==> config.mk <==
export PLATFORM = sky130hd
export DESIGN_NAME = epd_scan_ctrl
export DESIGN_NICKNAME = d
export VERILOG_FILES = /design/src/rtl/epd_scan_ctrl_pkg.sv /design/src/rtl/epd_tick_div.sv /design/src/rtl/epd_scan_ctrl.sv
export SDC_FILE = /design/constraint.sdc
export NUM_CORES = 1
export LEC_CHECK = 0
export ABC_CLOCK_PERIOD_IN_PS = 3320
export CAP_MARGIN = 20
export CORE_UTILIZATION = 53
export DETAILED_ROUTE_END_ITERATION = 10
export PLACE_DENSITY = 0.85
export SYNTH_ARGS = -nofsm -noshare
export SYNTH_HDL_FRONTEND = slang
export SYNTH_HIERARCHICAL = 1
export SYNTH_SLANG_ARGS = --single-unit
==> constraint.sdc <==
create_clock -name clk -period 3.32 [get_ports clk]
set_input_delay 0.664 -clock clk [delete_from_list [all_inputs] [get_ports clk]]
set_output_delay 0.664 -clock clk [all_outputs]
set_load 0.02 [all_outputs]
==> src/rtl/epd_scan_ctrl_pkg.sv <==
// Shared definitions for the EPD scan controller: state encoding, default
// panel geometry and counter-width helpers.
package epd_scan_ctrl_pkg;

   typedef enum logic [2:0] {
      StIdle     = 3'd0,
      StStart    = 3'd1,
      StRowStart = 3'd2,
      StRowData  = 3'd3,
      StRowEnd   = 3'd4
   } state_e;

   // Default geometry matches the original 800x600 panel timing.
   localparam int unsigned DefSdWidth   = 16;
   localparam int unsigned DefClkDiv    = 4;
   localparam int unsigned DefPrescan   = 47;
   localparam int unsigned DefSpvLen    = 16;
   localparam int unsigned DefVActive   = 600;
   localparam int unsigned DefVOverscan = 1;
   localparam int unsigned DefHFp       = 2;
   localparam int unsigned DefHActive   = 100;
   localparam int unsigned DefHBp       = 2;
   localparam int unsigned DefCkvLow    = 1;

   // Bits needed to hold any value in 0..max_val.
   function automatic int unsigned cnt_width(input int unsigned max_val);
      return $clog2(max_val + 1);
   endfunction

   function automatic int unsigned max_u(input int unsigned a, input int unsigned b);
      return (a > b) ? a : b;
   endfunction

endpackage

==> src/rtl/epd_tick_div.sv <==
// Clock divider producing the scan tick and the sdclk phase.
module epd_tick_div #(
   parameter int unsigned CLK_DIV = 4
) (
   input  logic clk,
   input  logic rst,
   input  logic clr_i,
   output logic tick_o,
   output logic phase_d_o
);

   localparam int unsigned DW = $clog2(CLK_DIV);

   logic [DW-1:0] div_q, div_d;

   // Power-of-2 divide lets the counter wrap naturally; clear restarts the tick phase.
   always_comb begin
      div_d = clr_i ? '0 : div_q + 1'b1;
   end

   // Divider count register.
   always_ff @(posedge clk or negedge rst) begin
      if (!rst) begin
         div_q <= '0;
      end else begin
         div_q <= div_d;
      end
   end

   assign tick_o    = (div_q == DW'(CLK_DIV - 1));
   // Next-cycle phase so the registered sdclk lines up with div_q.
   assign phase_d_o = div_d[DW-1];

endmodule

==> src/rtl/epd_scan_ctrl.sv <==
// EPD scan timing generator: gate/source driver control for a programmable
// panel geometry, multi-frame sequencing and pixel streaming.
module epd_scan_ctrl
   import epd_scan_ctrl_pkg::*;
#(
   parameter int unsigned SD_WIDTH   = DefSdWidth,
   parameter int unsigned CLK_DIV    = DefClkDiv,
   parameter int unsigned PRESCAN    = DefPrescan,
   parameter int unsigned SPV_LEN    = DefSpvLen,
   parameter int unsigned V_ACTIVE   = DefVActive,
   parameter int unsigned V_OVERSCAN = DefVOverscan,
   parameter int unsigned H_FP       = DefHFp,
   parameter int unsigned H_ACTIVE   = DefHActive,
   parameter int unsigned H_BP       = DefHBp,
   parameter int unsigned CKV_LOW    = DefCkvLow
) (
   input  logic                clk,
   input  logic                rst,
   input  logic                start,
   input  logic [7:0]          frames,
   output logic                busy,
   output logic                frame_done,
   output logic [7:0]          frame_idx,
   output logic                underrun,
   input  logic [SD_WIDTH-1:0] pix_data,
   input  logic                pix_valid,
   output logic                pix_ready,
   output logic                epd_gdoe,
   output logic                epd_gdclk,
   output logic                epd_gdsp,
   output logic                epd_sdclk,
   output logic                epd_sdle,
   output logic                epd_sdoe,
   output logic                epd_sdce0,
   output logic [SD_WIDTH-1:0] epd_sd
);

   localparam int unsigned HW    = cnt_width(max_u(PRESCAN, H_ACTIVE));
   localparam int unsigned VW    = cnt_width(V_ACTIVE + V_OVERSCAN);
   localparam int unsigned VLast = V_ACTIVE + V_OVERSCAN - 1;

   state_e              state_q, state_d;
   logic [HW-1:0]       h_q, h_d, h_last;
   logic [VW-1:0]       v_q, v_d;
   logic [7:0]          rem_q, rem_d;
   logic [7:0]          idx_q, idx_d;
   logic                busy_q;
   logic                underrun_q, underrun_d;
   logic [SD_WIDTH-1:0] sd_q, sd_d;
   logic                gdoe_q, gdoe_d, gdclk_q, gdclk_d, gdsp_q, gdsp_d;
   logic                sdclk_q, sdclk_d, sdle_q, sdle_d, sdoe_q, sdoe_d, sdce0_q, sdce0_d;
   logic                tick, phase_d, accept;

   assign accept = start && (state_q == StIdle) && (frames != 8'd0);

   epd_tick_div #(
      .CLK_DIV (CLK_DIV)
   ) u_tick_div (
      .clk       (clk),
      .rst       (rst),
      .clr_i     (accept),
      .tick_o    (tick),
      .phase_d_o (phase_d)
   );

   // Last h_cnt value of the current state's dwell.
   always_comb begin
      h_last = '0;
      case (state_q)
         StStart:    h_last = HW'(PRESCAN - 1);
         StRowStart: h_last = HW'(H_FP - 1);
         StRowData:  h_last = HW'(H_ACTIVE - 1);
         StRowEnd:   h_last = HW'(H_BP - 1);
         default:    h_last = '0;
      endcase
   end

   // Scan FSM next state, row/column counters and frame sequencing.
   always_comb begin
      state_d    = state_q;
      h_d        = h_q;
      v_d        = v_q;
      rem_d      = rem_q;
      idx_d      = idx_q;
      frame_done = 1'b0;
      if (accept) begin
         state_d = StStart;
         h_d     = '0;
         v_d     = '0;
         rem_d   = frames;
         idx_d   = '0;
      end else if (tick && (state_q != StIdle)) begin
         if (h_q != h_last) begin
            h_d = h_q + 1'b1;
         end else begin
            h_d = '0;
            unique case (state_q)
               StStart:    state_d = StRowStart;
               StRowStart: state_d = StRowData;
               StRowData:  state_d = StRowEnd;
               StRowEnd: begin
                  if (32'(v_q) < VLast) begin
                     v_d     = v_q + 1'b1;
                     state_d = StRowStart;
                  end else begin
                     frame_done = 1'b1;
                     v_d        = '0;
                     rem_d      = rem_q - 8'd1;
                     if (rem_q == 8'd1) begin
                        state_d = StIdle;
                     end else begin
                        idx_d   = idx_q + 8'd1;
                        state_d = StStart;
                     end
                  end
               end
               default: state_d = StIdle;
            endcase
         end
      end
   end

   // Pixel handshake: request a word on the tick that enters an active data column.
   always_comb begin
      pix_ready  = tick && (state_d == StRowData) && (32'(v_q) < V_ACTIVE);
      sd_d       = sd_q;
      underrun_d = underrun_q;
      if (accept) begin
         underrun_d = 1'b0;
      end
      if (tick) begin
         sd_d = '0;
      end
      if (pix_ready) begin
         if (pix_valid) begin
            sd_d = pix_data;
         end else begin
            underrun_d = 1'b1;
         end
      end
   end

   // Panel control levels, decoded from next state so they register with it.
   always_comb begin
      gdoe_d  = (state_d != StIdle);
      gdsp_d  = !((state_d == StStart) && (32'(h_d) < SPV_LEN));
      sdce0_d = (state_d != StRowData);
      sdclk_d = (state_d == StRowData) && phase_d;
      sdle_d  = (state_d == StRowEnd) && (h_d == HW'(1));
      sdoe_d  = ((state_d == StRowStart) || (state_d == StRowData) || (state_d == StRowEnd))
                && (v_d != '0);
      gdclk_d = 1'b0;
      case (state_d)
         StStart:               gdclk_d = (32'(h_d) & 32'd8) != 32'd0;
         StRowStart, StRowData: gdclk_d = 1'b1;
         StRowEnd:              gdclk_d = (32'(h_d) >= CKV_LOW);
         default:               gdclk_d = 1'b0;
      endcase
   end

   // State, counters and registered outputs.
   always_ff @(posedge clk or negedge rst) begin
      if (!rst) begin
         state_q    <= StIdle;
         h_q        <= '0;
         v_q        <= '0;
         rem_q      <= '0;
         idx_q      <= '0;
         busy_q     <= 1'b0;
         underrun_q <= 1'b0;
         sd_q       <= '0;
         gdoe_q     <= 1'b0;
         gdclk_q    <= 1'b0;
         gdsp_q     <= 1'b1;
         sdclk_q    <= 1'b0;
         sdle_q     <= 1'b0;
         sdoe_q     <= 1'b0;
         sdce0_q    <= 1'b1;
      end else begin
         state_q    <= state_d;
         h_q        <= h_d;
         v_q        <= v_d;
         rem_q      <= rem_d;
         idx_q      <= idx_d;
         busy_q     <= (state_d != StIdle);
         underrun_q <= underrun_d;
         sd_q       <= sd_d;
         gdoe_q     <= gdoe_d;
         gdclk_q    <= gdclk_d;
         gdsp_q     <= gdsp_d;
         sdclk_q    <= sdclk_d;
         sdle_q     <= sdle_d;
         sdoe_q     <= sdoe_d;
         sdce0_q    <= sdce0_d;
      end
   end

   assign busy      = busy_q;
   assign frame_idx = idx_q;
   assign underrun  = underrun_q;
   assign epd_sd    = sd_q;
   assign epd_gdoe  = gdoe_q;
   assign epd_gdclk = gdclk_q;
   assign epd_gdsp  = gdsp_q;
   assign epd_sdclk = sdclk_q;
   assign epd_sdle  = sdle_q;
   assign epd_sdoe  = sdoe_q;
   assign epd_sdce0 = sdce0_q;

endmodule
Fig. 1: ports around the boundary
Bar = 20 um. Pins as bars across the die edge, other pins in grey.
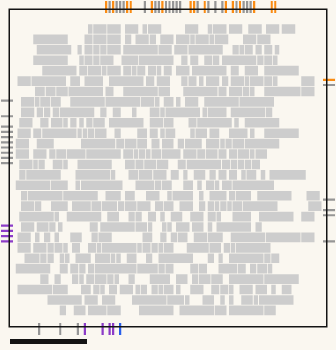
[purple] frames | pins: 8 | direction: input | edge: 4 left, 4 bottom
[orange] epd_sd | pins: 16 | direction: output | edge: 15 top, 1 right
[blue] start | pins: 1 | direction: input | edge: bottom
Die X: 82.5 um
number of port buffers: 62
Die Ht: 82.5 um

Fig. 2: selected gate families
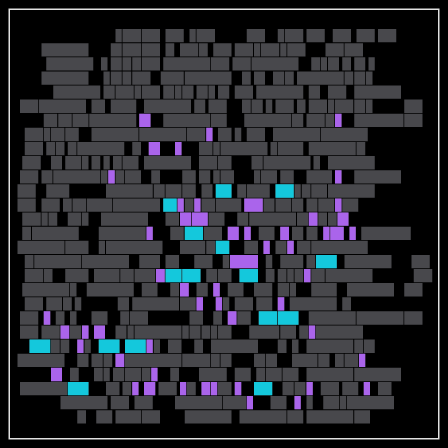
[purple] nor cells | cells: 54 | most used: nor2_1
[cyan] non-inverting ao/oa cells | cells: 16 | most used: o221a_2
non-filler instance count after layout: 515
multi-input logic portion of the cell area: 0.385
most instantiated logic cell after routing: dfrtp_1

Fig. 3: signal metal coverage by tile
The die is cut into 16 by 16 equal tiles; white is low, dark blue is high, scaled to the fullest tile. Values are wire area over tile area, all layers added.
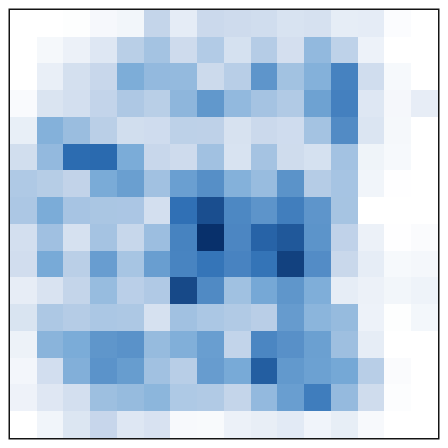
mean over tiles: 0.21
tiles over half the peak: 21%
densest ninth of the die: centre
fullest tile: 0.67
global routing usage summed across all routing layers: 0.289
total number of vias: 3,158
average routed wire per standard cell: 16.8 um
wire length reported by the detailed router: 8670 um

Fig. 4: clock routing
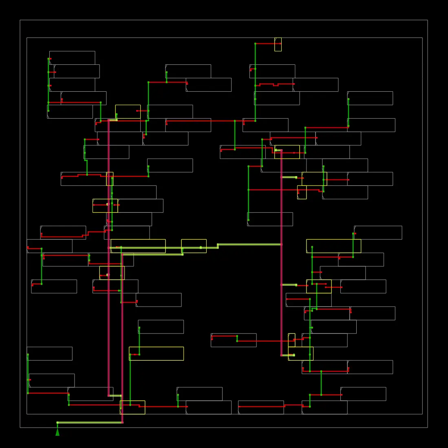
clock sinks: 62
total of clock buffers placed in the layout: 12

Fig. 5: close-up of the layout
Bar = 5 um. Window x 31 to 51, y 48 to 68 um. Cells in grey, sequential cells in the stronger grey; small squares are vias.
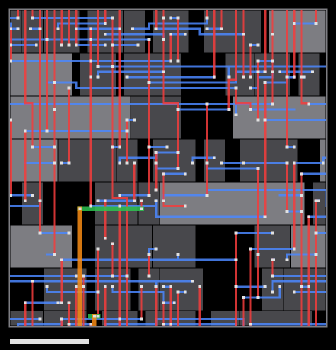
[green] M3
[orange] M4
[blue] M1
[red] M2
cells with their middle in the window: 33
most frequent: nand2_1 (4), inv_1 (4), clkdlybuf4s50_1 (4)
sequential cells in the window: 3

==> run notes <==
Notes on the physical implementation.

- The run finished with clean final reports.
- Post-synthesis, Yosys gives the total cell area as 0.00343 sq mm.
- The cell total after placement is 499, for reference.
- The origin of the worst setup path is state_q[0]$_DFF_PN0_, for reference.
- The adder-cell share of the synthesized area is 0.0219, for reference.
- For reference, the top logic cell family by area is simple AND/OR/NAND/NOR gates.
- Setup repair after global routing left no endpoint under its margin.
- Per the Yosys statistics, synthesis produced about 370 cells.
- Per STA, the worst path is made up of buf_4, nor2b_2, mux2i_1, and4b_1, nand2_1, mux2i_1, nor2_1, dlygate4sd2_1.
- The static power due to leakage is between 1.5 and 2 nW, for reference.
- The post-placement cell area is 0.00415 sq mm, for reference.
- The initial antenna violation count is 0, for reference.
- The launch instance of the worst min-delay path is u_tick_div/div_q[0]$_DFF_PN0_, for reference.
- The minimum clock period is around 3 ns, for reference.
- The number of detailed-routing iterations run before antenna repair is 4, for reference.
- The endpoint of the worst setup timing path is pix_ready, for reference.
- The via density per instance is 6.13, for reference.
- By count the netlist is led by 60 x dfrtp_1, 34 x nor2_1, 32 x nand3_1.
- The root buffer cell is clkbuf_8, for reference.
- The maximum root-to-sink buffer count is 2, for reference.
- The power report attributes to the clock group a share of 0.256.
- The buffer and inverter count on the worst path is 2, for reference.
- The endpoint of the worst hold path is reported as u_tick_div/div_q[0]$_DFF_PN0_.
- The layout report lists the multi-input gate area as 0.00169 sq mm.
- The routed length on met2 is approximately 4200 um, for reference.
- Entering global routing, the biggest net connects 40 pins.
- The number of global-route vias before repair is around 3,200, for reference.
- Per Yosys stat, the portion of area used by sequential elements is 0.453.
- Counting flops with a built-in enable in the synthesized netlist gives 0.
- The standard-cell row count is 28, for reference.
- TritonCTS built the clock tree.
- For this run, the slowest stage of the critical path takes ~0.37 ns.
- The fill cell total of the finished layout is 466, for reference.
- The timing-limited maximum frequency is 0.324 GHz, for reference.
- At floorplan, the net count of the design was reported as around 410.
- According to the hold report, the worst path is of the reg -> reg type.
- The cell count after synthesis came out at approximately 370.
- The routed metal-1 wire length is 3700 um, for reference.
- The share of total power in combinational logic is 0.380, for reference.
- The library cell with the highest instance count after synthesis is dfrtp_1, for reference.
- The sequential cell area in the final layout is around 0.0016 sq mm, for reference.
- The critical path is of the reg -> out type.
- Across the routed clock network, the largest skew measured is 0.0109 ns.
- The first routing iteration left 246 violations.
- around 63 I/O pins were placed.
- The count of cells along the worst register-to-register path is 5, for reference.
- Per the synthesis report, the dominant area consumer among library cells is dfrtp_1.
- Ranked by total cell area, the synthesized netlist is headed by dfrtp_1 44%, nand3_1 4.7%, nor2_1 3.7%.
- The commonest register cell after synthesis is dfrtp_1, for reference.
- Clock tree synthesis inserted a total of 9 buffers.
- The cell-mix breakdown from Yosys lists the compound-gate area share as 0.170.
- At the pin with the least slew margin, the transition time is 0.918 ns.
- The xor/xnor cell area share of the yosys netlist is 0.0332, for reference.
- The diode insertion count for antenna repair is 0, for reference.
- The total power per unit cell area is 696 mW/mm^2, for reference.
- The post-layout worst setup margin is 0.233 ns, for reference.
- The instance count along the most critical hold path is 1, for reference.
- The kind of cell adding the most delay to the critical path is simple AND/OR/NAND/NOR gates, for reference.
- The setup slack after placement is roughly 0.24 ns, for reference.
- The endpoint arrival time on the critical path is 2.42 ns, for reference.
- The met3 wire length is 481 um, for reference.
- The post-synth register bit count is 62.
- After floorplanning, the core was sized to cover about 0.0061 sq mm.
- The power report attributes to the sequential group a share of 0.365.
- The area share of the largest cell type after synthesis is 0.437, for reference.
- The post-CTS resize count is 4, for reference.
- Internal power comes to 0.00195 W.
- The net switching fraction of the power is 0.360, for reference.
- The launch instance of the worst register-to-register path is state_q[2]$_DFF_PN0_, for reference.
- Yosys reported that registers with async set or reset make up 1.00.
- The critical path maximum fanout is 10.
- The number of antenna-violating nets in the routed design is 0, for reference.
- The final-layout setup total negative slack is 0 ns, for reference.
- The count of final setup violators is 0, for reference.
- The worst hold slack is 0.450 ns, for reference.
- The final total power is a little over 0.003 W, for reference.
- The total count of hold-check failures in the final report is 0, for reference.
## power by group through the flow
stage	logic [W]	registers, W	clock network [W]
4_1_cts	0.00115	0.00111	0.000793
3_3_place_gp	0.00111	0.00111	0
5_1_grt	0.00127	0.00114	0.000824
3_5_place_dp	0.00114	0.00112	0
2_1_floorplan	0.000672	0.00116	0
6_report	0.00116	0.00111	0.000780
## layout by cell type (no fill, tap or decap), types with 9 or more instances in the layout
cell,netlist,routed
a21oi_1,17,17
buf_4,1,15
clkbuf_8,0,9
clkdlybuf4s50_1,0,59
dfrtp_1,60,60
inv_1,25,25
nand2_1,19,19
nand3_1,32,32
nor2_1,34,34
o22ai_1,16,16
## sequential cells by signal, summed over array words and instances, names as in the netlist
name	cells
epd_sdce0	1
v_q	10
epd_gdsp	1
u_tick_div/div_q	2
state_q	3
epd_gdclk	1
epd_sdclk	1
underrun	1
rem_q	8
epd_gdoe	1
epd_sdle	1
epd_sdoe	1
frame_idx	8
epd_sd	16
h_q	7
## final cells by class
| class | count | share of cell area |
|---|---|---|
| Inverter | 25 | 0.0214 |
| Clock inverter | 4 | 0.0217 |
| Timing Repair Buffer | 77 | 0.165 |
| Multi-Input combinational cell | 260 | 0.385 |
| Tap cell | 75 | 0.0214 |
| Sequential cell | 62 | 0.354 |
| Clock buffer | 12 | 0.0308 |
## kinds of logic (layout without fill, tap and decap cells)
logic type               count (synthesis)  in the layout
flip-flops                              62             62
multiplexers                             6              6
XOR/XNOR                                13             13
buffers and inverters                   50            118
AND-OR/OR-AND                           82             82
AND/OR/NAND/NOR                        153            153
adder cells (fa/ha/maj)                  6              6
## routing by layer
metal	up-vias	GRT usage
met2	118	0.464
met5	-	0
met3	30	0.0462
met1	1519	0.372
li1	1491	-
met4	0	0.161
Power figures rest on the tool's default switching activity, not on a simulated workload.
